**Run 1: signal wires on met1**

Scale: 6 px per micron. Supply wires on this layer in grey.
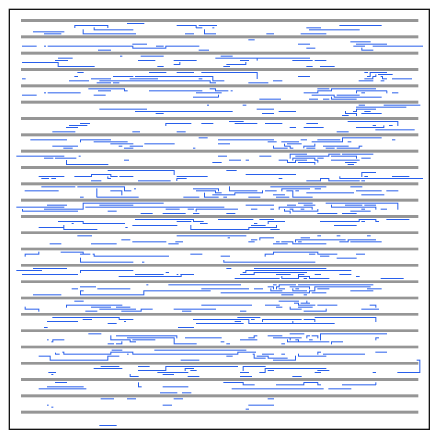
**Run 1: metal 2**

Scale: 4 px per micron.
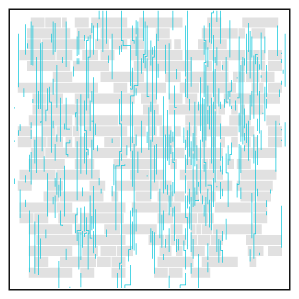
**Run 1: the metal 3 layer**

Scale: 6 px per micron.
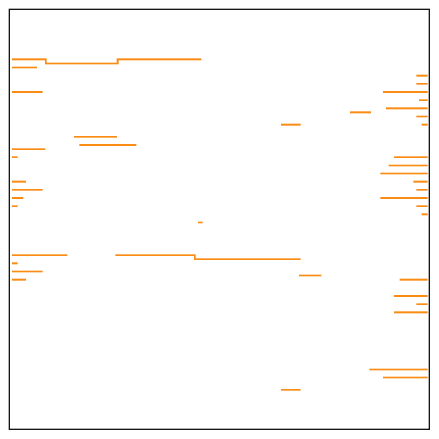
**Run 1: pin placement**

Scale: 6 px per micron. Pins as bars across the die edge, other pins in grey.
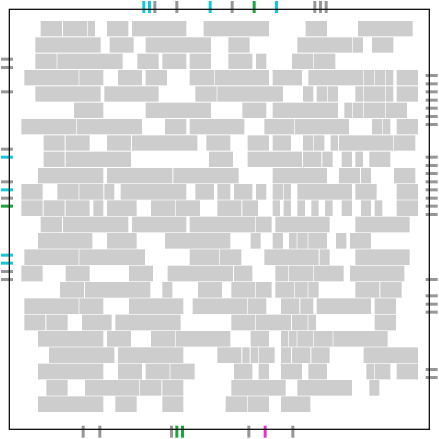
### config.mk
export PLATFORM = sky130hd
export DESIGN_NAME = reg_access_master_flat
export DESIGN_NICKNAME = d
export VERILOG_FILES = /design/src/rtl/reg_access_master_if.sv /design/src/rtl/reg_access_master.sv /design/src/flat_wrapper.sv
export SDC_FILE = /design/constraint.sdc
export NUM_CORES = 1
export LEC_CHECK = 0
export CAP_MARGIN = 20
export CORE_MARGIN = 1.5
export CORE_UTILIZATION = 53
export DETAILED_ROUTE_END_ITERATION = 10
export GPL_TIMING_DRIVEN = 0
export PLACE_DENSITY_LB_ADDON = 0.12
export SYNTH_ARGS = -nofsm -noshare
export SYNTH_HDL_FRONTEND = slang
export SYNTH_SLANG_ARGS = --single-unit
### constraint.sdc
create_clock -name clk -period 5.8 [get_ports clk]
set_input_delay 1.74 -clock clk [delete_from_list [all_inputs] [get_ports clk]]
set_output_delay 1.74 -clock clk [all_outputs]
set_load 0.05 [all_outputs]
### src/rtl/reg_access_master_if.sv
// Bundles the reg_access_master command, response and device-register signals.
// master: the sequencer's view; slave: the host/device environment's view.
interface reg_access_master_if #(
  parameter int unsigned ADDR_W = 4,
  parameter int unsigned DATA_W = 8
);
  logic              cmd_valid;
  logic              cmd_ready;
  logic              cmd_write;
  logic [ADDR_W-1:0] cmd_addr;
  logic [DATA_W-1:0] cmd_wdata;
  logic              rsp_valid;
  logic              rsp_ready;
  logic              rsp_write;
  logic [DATA_W-1:0] rsp_rdata;
  logic              rsp_err;
  logic              rsp_mismatch;
  logic [ADDR_W-1:0] dev_address;
  logic              dev_write_en;
  logic              dev_read_en;
  logic [DATA_W-1:0] dev_data_in;
  logic [DATA_W-1:0] dev_read_data;
  logic              busy;

  modport master (
    input  cmd_valid, cmd_write, cmd_addr, cmd_wdata, rsp_ready, dev_read_data,
    output cmd_ready, rsp_valid, rsp_write, rsp_rdata, rsp_err, rsp_mismatch,
    output dev_address, dev_write_en, dev_read_en, dev_data_in, busy
  );

  modport slave (
    output cmd_valid, cmd_write, cmd_addr, cmd_wdata, rsp_ready, dev_read_data,
    input  cmd_ready, rsp_valid, rsp_write, rsp_rdata, rsp_err, rsp_mismatch,
    input  dev_address, dev_write_en, dev_read_en, dev_data_in, busy
  );
endinterface

### src/rtl/reg_access_master.sv
// Command sequencer for the 4-register device block: FIFO-buffered commands, one response each.
// Define RDBK_CHECK_EN to read back every write and flag rsp_mismatch.
module reg_access_master #(
  parameter int unsigned ADDR_W    = 4,
  parameter int unsigned DATA_W    = 8,
  parameter int unsigned NUM_REGS  = 4,
  parameter int unsigned CMD_DEPTH = 2
) (
  input logic             clk,
  input logic             resetb,
  reg_access_master_if.master bus
);

  localparam int unsigned PtrW = $clog2(CMD_DEPTH);
  localparam logic [ADDR_W:0] NumRegsW = NUM_REGS[ADDR_W:0];
  localparam logic [PtrW:0] PtrOne = {{PtrW{1'b0}}, 1'b1};

  typedef struct packed {
    logic              write;
    logic [ADDR_W-1:0] addr;
    logic [DATA_W-1:0] wdata;
  } entry_t;

  typedef enum logic [2:0] {StIdle, StWr, StRd, StRdWait, StResp} state_e;

  entry_t          mem_q [CMD_DEPTH];
  logic [PtrW:0]   wr_ptr_q, rd_ptr_q;
  logic            full, empty, push, pop;
  entry_t          head;

  state_e            state_q;
  logic [ADDR_W-1:0] dev_addr_q;
  logic [DATA_W-1:0] dev_data_q;
  logic              wr_en_q, rd_en_q;
  logic              rsp_valid_q, rsp_write_q, rsp_err_q;
  logic [DATA_W-1:0] rsp_rdata_q;
`ifdef RDBK_CHECK_EN
  logic              rsp_mismatch_q;
`endif

  // Extra pointer MSB distinguishes full from empty when the index bits match.
  assign empty = (wr_ptr_q == rd_ptr_q);
  assign full  = (wr_ptr_q[PtrW] != rd_ptr_q[PtrW]) &&
                 (wr_ptr_q[PtrW-1:0] == rd_ptr_q[PtrW-1:0]);
  assign push  = bus.cmd_valid && !full;
  assign pop   = (state_q == StIdle) && !empty;
  assign head  = mem_q[rd_ptr_q[PtrW-1:0]];

  always_ff @(posedge clk) begin
    if (push) begin
      mem_q[wr_ptr_q[PtrW-1:0]] <= '{write: bus.cmd_write, addr: bus.cmd_addr,
                                     wdata: bus.cmd_wdata};
    end
  end

  always_ff @(posedge clk or negedge resetb) begin
    if (!resetb) begin
      wr_ptr_q <= '0;
      rd_ptr_q <= '0;
    end else begin
      if (push) wr_ptr_q <= wr_ptr_q + PtrOne;
      if (pop)  rd_ptr_q <= rd_ptr_q + PtrOne;
    end
  end

  always_ff @(posedge clk or negedge resetb) begin
    if (!resetb) begin
      state_q        <= StIdle;
      dev_addr_q     <= '0;
      dev_data_q     <= '0;
      wr_en_q        <= 1'b0;
      rd_en_q        <= 1'b0;
      rsp_valid_q    <= 1'b0;
      rsp_write_q    <= 1'b0;
      rsp_err_q      <= 1'b0;
      rsp_rdata_q    <= '0;
`ifdef RDBK_CHECK_EN
      rsp_mismatch_q <= 1'b0;
`endif
    end else begin
      wr_en_q <= 1'b0;
      rd_en_q <= 1'b0;
      unique case (state_q)
        StIdle: begin
          if (!empty) begin
            dev_addr_q  <= head.addr;
            dev_data_q  <= head.wdata;
            rsp_write_q <= head.write;
            rsp_rdata_q <= '0;
`ifdef RDBK_CHECK_EN
            rsp_mismatch_q <= 1'b0;
`endif
            if ({1'b0, head.addr} >= NumRegsW) begin
              rsp_err_q   <= 1'b1;
              rsp_valid_q <= 1'b1;
              state_q     <= StResp;
            end else if (head.write) begin
              rsp_err_q <= 1'b0;
              wr_en_q   <= 1'b1;
              state_q   <= StWr;
            end else begin
              rsp_err_q <= 1'b0;
              rd_en_q   <= 1'b1;
              state_q   <= StRd;
            end
          end
        end
        StWr: begin
`ifdef RDBK_CHECK_EN
          rd_en_q <= 1'b1;
          state_q <= StRd;
`else
          rsp_valid_q <= 1'b1;
          state_q     <= StResp;
`endif
        end
        StRd: state_q <= StRdWait;
        StRdWait: begin
          rsp_rdata_q <= bus.dev_read_data;
`ifdef RDBK_CHECK_EN
          rsp_mismatch_q <= rsp_write_q && (bus.dev_read_data != dev_data_q);
`endif
          rsp_valid_q <= 1'b1;
          state_q     <= StResp;
        end
        StResp: begin
          if (bus.rsp_ready) begin
            rsp_valid_q <= 1'b0;
            state_q     <= StIdle;
          end
        end
        default: state_q <= StIdle;
      endcase
    end
  end

  assign bus.cmd_ready    = !full;
  assign bus.rsp_valid    = rsp_valid_q;
  assign bus.rsp_write    = rsp_write_q;
  assign bus.rsp_rdata    = rsp_rdata_q;
  assign bus.rsp_err      = rsp_err_q;
`ifdef RDBK_CHECK_EN
  assign bus.rsp_mismatch = rsp_mismatch_q;
`else
  assign bus.rsp_mismatch = 1'b0;
`endif
  assign bus.dev_address  = dev_addr_q;
  assign bus.dev_data_in  = dev_data_q;
  assign bus.dev_write_en = wr_en_q;
  assign bus.dev_read_en  = rd_en_q;
  assign bus.busy         = (state_q != StIdle) || !empty;

endmodule

### src/flat_wrapper.sv
// flat-port wrapper written by rule: the top's interface ports become plain ports
module reg_access_master_flat 
#(
  parameter int unsigned ADDR_W    = 4,
  parameter int unsigned DATA_W    = 8,
  parameter int unsigned NUM_REGS  = 4,
  parameter int unsigned CMD_DEPTH = 2
)
  (clk, resetb, bus_cmd_valid, bus_cmd_write, bus_cmd_addr, bus_cmd_wdata, bus_rsp_ready, bus_dev_read_data, bus_cmd_ready, bus_rsp_valid, bus_rsp_write, bus_rsp_rdata, bus_rsp_err, bus_rsp_mismatch, bus_dev_address, bus_dev_write_en, bus_dev_read_en, bus_dev_data_in, bus_busy);
  reg_access_master_if #(.ADDR_W(ADDR_W), .DATA_W(DATA_W)) bus_i ();
  input logic clk;
  input logic resetb;
  input wire logic [$bits(bus_i.cmd_valid)-1:0] bus_cmd_valid;
  input wire logic [$bits(bus_i.cmd_write)-1:0] bus_cmd_write;
  input wire logic [$bits(bus_i.cmd_addr)-1:0] bus_cmd_addr;
  input wire logic [$bits(bus_i.cmd_wdata)-1:0] bus_cmd_wdata;
  input wire logic [$bits(bus_i.rsp_ready)-1:0] bus_rsp_ready;
  input wire logic [$bits(bus_i.dev_read_data)-1:0] bus_dev_read_data;
  output wire logic [$bits(bus_i.cmd_ready)-1:0] bus_cmd_ready;
  output wire logic [$bits(bus_i.rsp_valid)-1:0] bus_rsp_valid;
  output wire logic [$bits(bus_i.rsp_write)-1:0] bus_rsp_write;
  output wire logic [$bits(bus_i.rsp_rdata)-1:0] bus_rsp_rdata;
  output wire logic [$bits(bus_i.rsp_err)-1:0] bus_rsp_err;
  output wire logic [$bits(bus_i.rsp_mismatch)-1:0] bus_rsp_mismatch;
  output wire logic [$bits(bus_i.dev_address)-1:0] bus_dev_address;
  output wire logic [$bits(bus_i.dev_write_en)-1:0] bus_dev_write_en;
  output wire logic [$bits(bus_i.dev_read_en)-1:0] bus_dev_read_en;
  output wire logic [$bits(bus_i.dev_data_in)-1:0] bus_dev_data_in;
  output wire logic [$bits(bus_i.busy)-1:0] bus_busy;
  assign bus_i.cmd_valid = bus_cmd_valid;
  assign bus_i.cmd_write = bus_cmd_write;
  assign bus_i.cmd_addr = bus_cmd_addr;
  assign bus_i.cmd_wdata = bus_cmd_wdata;
  assign bus_i.rsp_ready = bus_rsp_ready;
  assign bus_i.dev_read_data = bus_dev_read_data;
  assign bus_cmd_ready = bus_i.cmd_ready;
  assign bus_rsp_valid = bus_i.rsp_valid;
  assign bus_rsp_write = bus_i.rsp_write;
  assign bus_rsp_rdata = bus_i.rsp_rdata;
  assign bus_rsp_err = bus_i.rsp_err;
  assign bus_rsp_mismatch = bus_i.rsp_mismatch;
  assign bus_dev_address = bus_i.dev_address;
  assign bus_dev_write_en = bus_i.dev_write_en;
  assign bus_dev_read_en = bus_i.dev_read_en;
  assign bus_dev_data_in = bus_i.dev_data_in;
  assign bus_busy = bus_i.busy;
  reg_access_master #(.ADDR_W(ADDR_W), .DATA_W(DATA_W), .NUM_REGS(NUM_REGS), .CMD_DEPTH(CMD_DEPTH)) u_core (.clk(clk), .resetb(resetb), .bus(bus_i));
endmodule
==> out/metrics.csv, run 1 <==
stage;metric;value;unit
synth;number of synthesized register bits;58;
synth;# Cells Yosys;162;
cells_and_area;register area;1582;sq um
clock_tree;post-cts hold-fix buffer tally;0;
synth;XOR Share, Synth;0.02966;
worst_setup_path;Worst Path Arrival;2.19;ns
final_timing;endpoints failing hold;0;
synth;Syn Inst Count;162;
grt;initial antenna violation count;0;
place;# port buffers;51;
outcome;outcome;finished, final reports clean;
floorplan;I/O pins;53;
routing;WL/cell;16.04;microns
synth;Mux area share;0.1329;
grt;Global Route Usage Sum;0.2069;
clock_tree;Root Buffer;clkbuf_8;
synth;Netlist cell types;35;
cells_and_area;layout cells sized above 1;0.1957;
cells_and_area;flop count;58;
synth;Syn Std Cell Area;2362;sq um
flow_run;max-cap viol count;0;
cells_and_area;Layout area overhead;32.47;%
cells_and_area;Inverters;2;
routing;DRT Pass-1 Iters;4;
final_timing;Setup violations, final;0;
clock_tree;Clock Sinks;58;
pwr;Worst VDD drop;0.3950;mV
floorplan;Core Density at Floorplan;0.5463;
synth;Synth Seq Share;0.6695;
floorplan;die height;69.76;microns
routing;vias per cell;5.305;
place;Placer Congestion;0.7971;
clock_tree;htree depth;3;
clock_tree;post-cts sizing count;0;
Back to the opening pictures, 'signal wires on met1':
- nets with wire on the layer: 219
- longest straight run: 23.0 microns
- wire length on this layer: 1960 microns

Back to the opening pictures, 'metal 2':
- nets with wire on the layer: 228
- share of all routed wire: 50%
- longest straight run: 28.9 microns
- wire length on this layer: 2280 microns
- main direction: vertical

Back to the opening pictures, 'the metal 3 layer':
- nets with wire on the layer: 37
- share of all routed wire: 4.9%

Back to the opening pictures, 'pin placement':
- bus_cmd_valid: magenta (pins 1; direction input; edge bottom)
- bus_dev_data_in: cyan (pins 8; direction output; edge 4 left, 4 top)
- bus_dev_address: green (pins 4; direction output; edge 2 bottom, 1 left, 1 top)

run 1: cells by family (layout without fill, tap and decap cells):
family | count (synthesis) | count (layout)
compound gates | 12 | 12
xor+xnor | 8 | 8
other cells | 1 | 1
buf+inv | 11 | 79
simple gates | 44 | 44
mux | 28 | 28
flops | 58 | 58
run 1: registers in the layout, indices dropped and copies added, names as in the netlist:
name,cells
u_core.bus.rsp_write,1
u_core.bus.dev_read_en,1
u_core.wr_ptr_q,2
u_core.bus.dev_address,4
u_core.bus.rsp_err,1
u_core.mem_q,26
u_core.rd_ptr_q,2
u_core.bus.dev_write_en,1
u_core.bus.dev_data_in,8
u_core.bus.rsp_valid,1
u_core.bus.rsp_rdata,8
u_core.state_q,3
run 1: cells in the final DEF (no fill, tap or decap), types with 3 or more instances in the layout:
cell type        synthesis  layout
mux2_2                  16      16
clkinv_2                 0       4
edfxtp_1                26      26
clkbuf_8                 0       9
xnor2_1                  5       5
clkdlybuf4s50_1          0      50
mux2_1                  11      11
xor2_1                   3       3
dfrtp_1                 32      32
buf_2                    3       4
nor3_1                  17      17
nor2_1                  12      12
nand2_1                  4       4
buf_6                    3       4
run 1: metrics by stage:
step | hold slack [ns] | setup WS [ns] | std cells | utilization | cell area, sq um
after floorplan | 0.5022 | 2.815 | 162 | - | 2362
after global placement | 0.4667 | 2.118 | 265 | 0.6794 | 2938
after detailed placement | 0.4751 | 2.223 | 266 | 0.6808 | 2944
after CTS | 0.4888 | 1.857 | 282 | 0.7237 | 3129
after global routing | 0.5028 | 1.769 | 282 | 0.7237 | 3129
final | 0.4868 | 1.870 | 282 | 0.7237 | 3129
run 1: report_power, final:
part | internal, mW | total (mW) | leakage, nW | switching, mW
Clock | 0.195 | 0.350 | 0.0958 | 0.155
Sequential | 0.592 | 0.662 | 0.640 | 0.0696
Combinational | 0.417 | 1.03 | 0.483 | 0.617
run 1: worst paths after layout:
kind	from	end	slack, ns	cells past startpoint
max	u_core.rd_ptr_q[0]	bus_busy	1.87	5
max in group asynchronous	resetb	u_core.bus.dev_data_in[4]	3.84	1
min in group asynchronous	resetb	u_core.bus.rsp_err	1.48	1
min reg2reg	u_core.bus.rsp_write	u_core.bus.rsp_write	0.49	1
max reg2reg	u_core.rd_ptr_q[1]	u_core.mem_q[0][2]	3.83	4
min	u_core.bus.rsp_write	u_core.bus.rsp_write	0.49	1
run 1: synth_stat cells (2+ instances only):
master	count
a21oi_1	2
buf_2	3
buf_6	3
dfrtp_1	32
edfxtp_1	26
inv_1	2
mux2_1	11
mux2_2	16
nand2_1	4
nor2_1	12
nor3_1	17
nor4_1	2
o211ai_1	2
o21ai_0	2
o41ai_1	2
xnor2_1	5
xor2_1	3
run 1: worst max-delay path, cell delays in order, from the launching register on:
cell	delay (ns)
dfrtp_1	0.40
buf_6	0.15
xor2_1	0.27
nor2_1	0.15
nand2_1	0.09
clkdlybuf4s50_1	0.79
run 1: layer usage:
layer	share of wire	GRT usage
met5	0	0
met4	0.016	0.1090
met3	0.048	0.05378
met2	0.50	0.3365
met1	0.43	0.2540
**Run 1: cell outlines without signal wires**

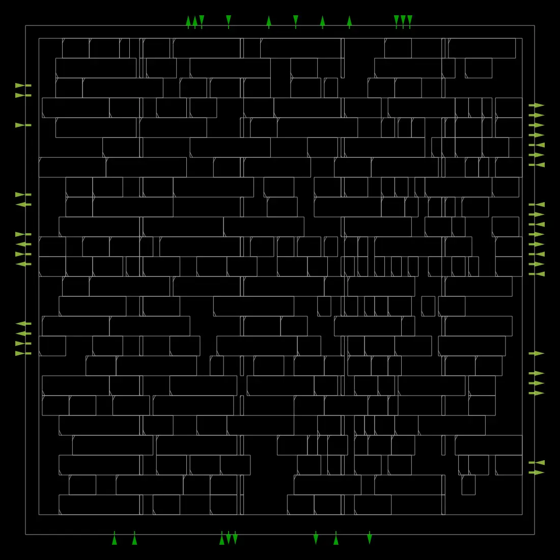

==> run 2: changes to the inputs <==
--- a/config.mk
+++ b/config.mk
@@ -7,7 +7,7 @@
 export LEC_CHECK = 0
 export CAP_MARGIN = 20
 export CORE_MARGIN = 1.5
-export CORE_UTILIZATION = 53
+export CORE_UTILIZATION = 49
 export DETAILED_ROUTE_END_ITERATION = 10
 export GPL_TIMING_DRIVEN = 0
 export PLACE_DENSITY_LB_ADDON = 0.12
==> constraint.sdc (replaced) <==
create_clock -name clk -period 4 [get_ports clk]
set_input_delay 1.2 -clock clk [delete_from_list [all_inputs] [get_ports clk]]
set_output_delay 1.2 -clock clk [all_outputs]
set_load 0.05 [all_outputs]
**Run 2: cell outlines without signal wires**

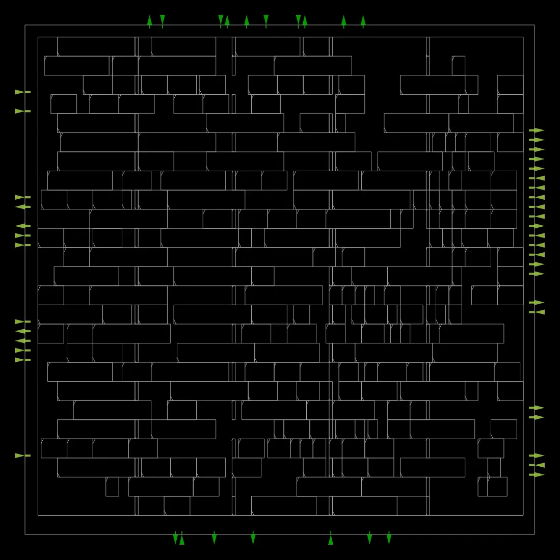
flop count: 58
tap cells: 54
FILL cells: 352
core area: 4692 sq um

==> run 2 against run 1 <==
  * Critical path depth unchanged
  * Area after synthesis is the same
  * Synthesized cell count did not move
  * Combinational power increased by 46%
==> out/metrics.csv, run 2 <==
stage;metric;value;unit;change
outcome;outcome;finished, final reports clean;;
clock_tree;htree depth;3;;unchanged
worst_setup_path;Worst setup SP type;flip-flop;;
synth;number of synthesized register bits;58;;unchanged
floorplan;die height;72.44;microns;+3.8%
grt;initial antenna violation count;0;;unchanged
routing;DRT Pass-1 Iters;5;;+1
clock_tree;clk ins delay skew pair;0.33;ns;
synth;commonest cells in the netlist;dfrtp_1 (32), edfxtp_1 (26), nor3_1 (17), mux2_2 (16), nor2_1 (12);;
routing;WL/cell;15.37;microns;-4.2%
cells_and_area;top logic cell by instance count in the layout;clkdlybuf4s50_1;;
worst_setup_path;Top delay family on crit path;buffers and inverters;;
flow_run;max-cap viol count;0;;unchanged
final_timing;Setup violations, final;0;;unchanged
clock_tree;post-cts sizing count;0;;unchanged
floorplan;I/O pins;53;;unchanged
worst_setup_path;Worst Path Arrival;2.17;ns;-0.02 ns
final_timing;endpoints failing hold;0;;unchanged
pwr;Worst VDD drop;0.4994;mV;+26%
synth;Syn Inst Count;162;;unchanged
synth;# Cells Yosys;162;;unchanged
synth;most frequent cell after synthesis;dfrtp_1;;
worst_setup_path;CP max stage delay;0.79;ns;about the same
synth;Netlist cell types;35;;unchanged
clock_tree;Root Buffer;clkbuf_8;;
worst_setup_path;worst path cell trace;buf_6 -> xor2_1 -> nor2_1 -> nand2_1 -> clkdlybuf4s50_1;;
worst_setup_path;Crit path buffers/inverters;2;;unchanged
flow_run;stage-log warning count;26;;
cells_and_area;Top Layout Cells;clkdlybuf4s50_1 (50), dfrtp_1 (32), edfxtp_1 (26);;
clock_tree;Clock Sinks;58;;unchanged
routing;vias per cell;5.292;;-0.24%
worst_setup_path;slowest stage cell, crit path;clkdlybuf4s50_1;;
cells_and_area;max FFs per register;26;;unchanged
place;# port buffers;51;;unchanged
synth;Synth Seq Share;0.6695;;unchanged
run 2: cell counts after synthesis:
Identical to the previous run, type by type.
run 2: metal layers:
| metal | wire [microns] | vias up | global-route usage |
|---|---|---|---|
| li1 | - | 714 | - |
| met1 | 1833 | 728 | 0.2200 |
| met2 | 2184 | 52 | 0.3035 |
| met3 | 254 | 9 | 0.05139 |
| met4 | 93 | 0 | 0.1111 |
| met5 | 0 | - | 0 |
run 2: worst paths after layout:
path | slack [ns] | endpoint | start | depth (start not counted)
worst max-delay path | 0.63 | bus_busy | u_core.rd_ptr_q[0] | 5
worst min-delay path | 0.49 | u_core.bus.dev_data_in[4] | u_core.bus.dev_data_in[4] | 1
worst max register to register | 1.82 | u_core.mem_q[0][1] | u_core.rd_ptr_q[1] | 4
worst min register to register | 0.49 | u_core.bus.dev_data_in[4] | u_core.bus.dev_data_in[4] | 1
max in group asynchronous | 2.61 | u_core.bus.dev_data_in[3] | resetb | 1
min in group asynchronous | 0.93 | u_core.bus.dev_read_en | resetb | 1
run 2: logic make-up after synthesis:
logic type             Yosys count  synth area share
XOR/XNOR                         8           0.02966
other                            1          0.001587
multiplexers                    28            0.1329
AND/OR/NAND/NOR                 44           0.09746
buffers and inverters           11           0.03019
AND-OR/OR-AND                   12           0.03867
flip-flops                      58            0.6695
run 2: area by class of cell:
cell class / instances / area [sq um] / share of cell area
inverters: 2 / 7.507 / 0.002362
plain buffers: 9 / 63.81 / 0.02008
clock inverters: 7 / 107.6 / 0.03386
repair buffers: 52 / 516.7 / 0.1626
multi-input cells: 93 / 709.4 / 0.2232
well taps: 54 / 67.56 / 0.02126
flip-flops and latches: 58 / 1582 / 0.4976
clock buffers: 9 / 123.9 / 0.03898
run 2: stage by stage:
stage               cells  area [sq um]  setup slack [ns]  hold slack [ns]  utilization
finish                284          3178            0.6254           0.4865       0.6773
global route          284          3178            0.4912           0.5048       0.6773
CTS                   284          3178            0.6153           0.4915       0.6773
detailed placement    268          2947            0.9762           0.4768       0.6280
floorplan             162          2362             1.555           0.5022            -
global placement      267          2940            0.8351           0.4703       0.6267
run 2: power breakdown:
group          internal, mW  switching [mW]  leakage [nW]
logic                 0.605           0.896         0.483
registers             0.859           0.101         0.640
clock network         0.407           0.222         0.118
No activity file was given, so power comes from the tool's default toggle rates.
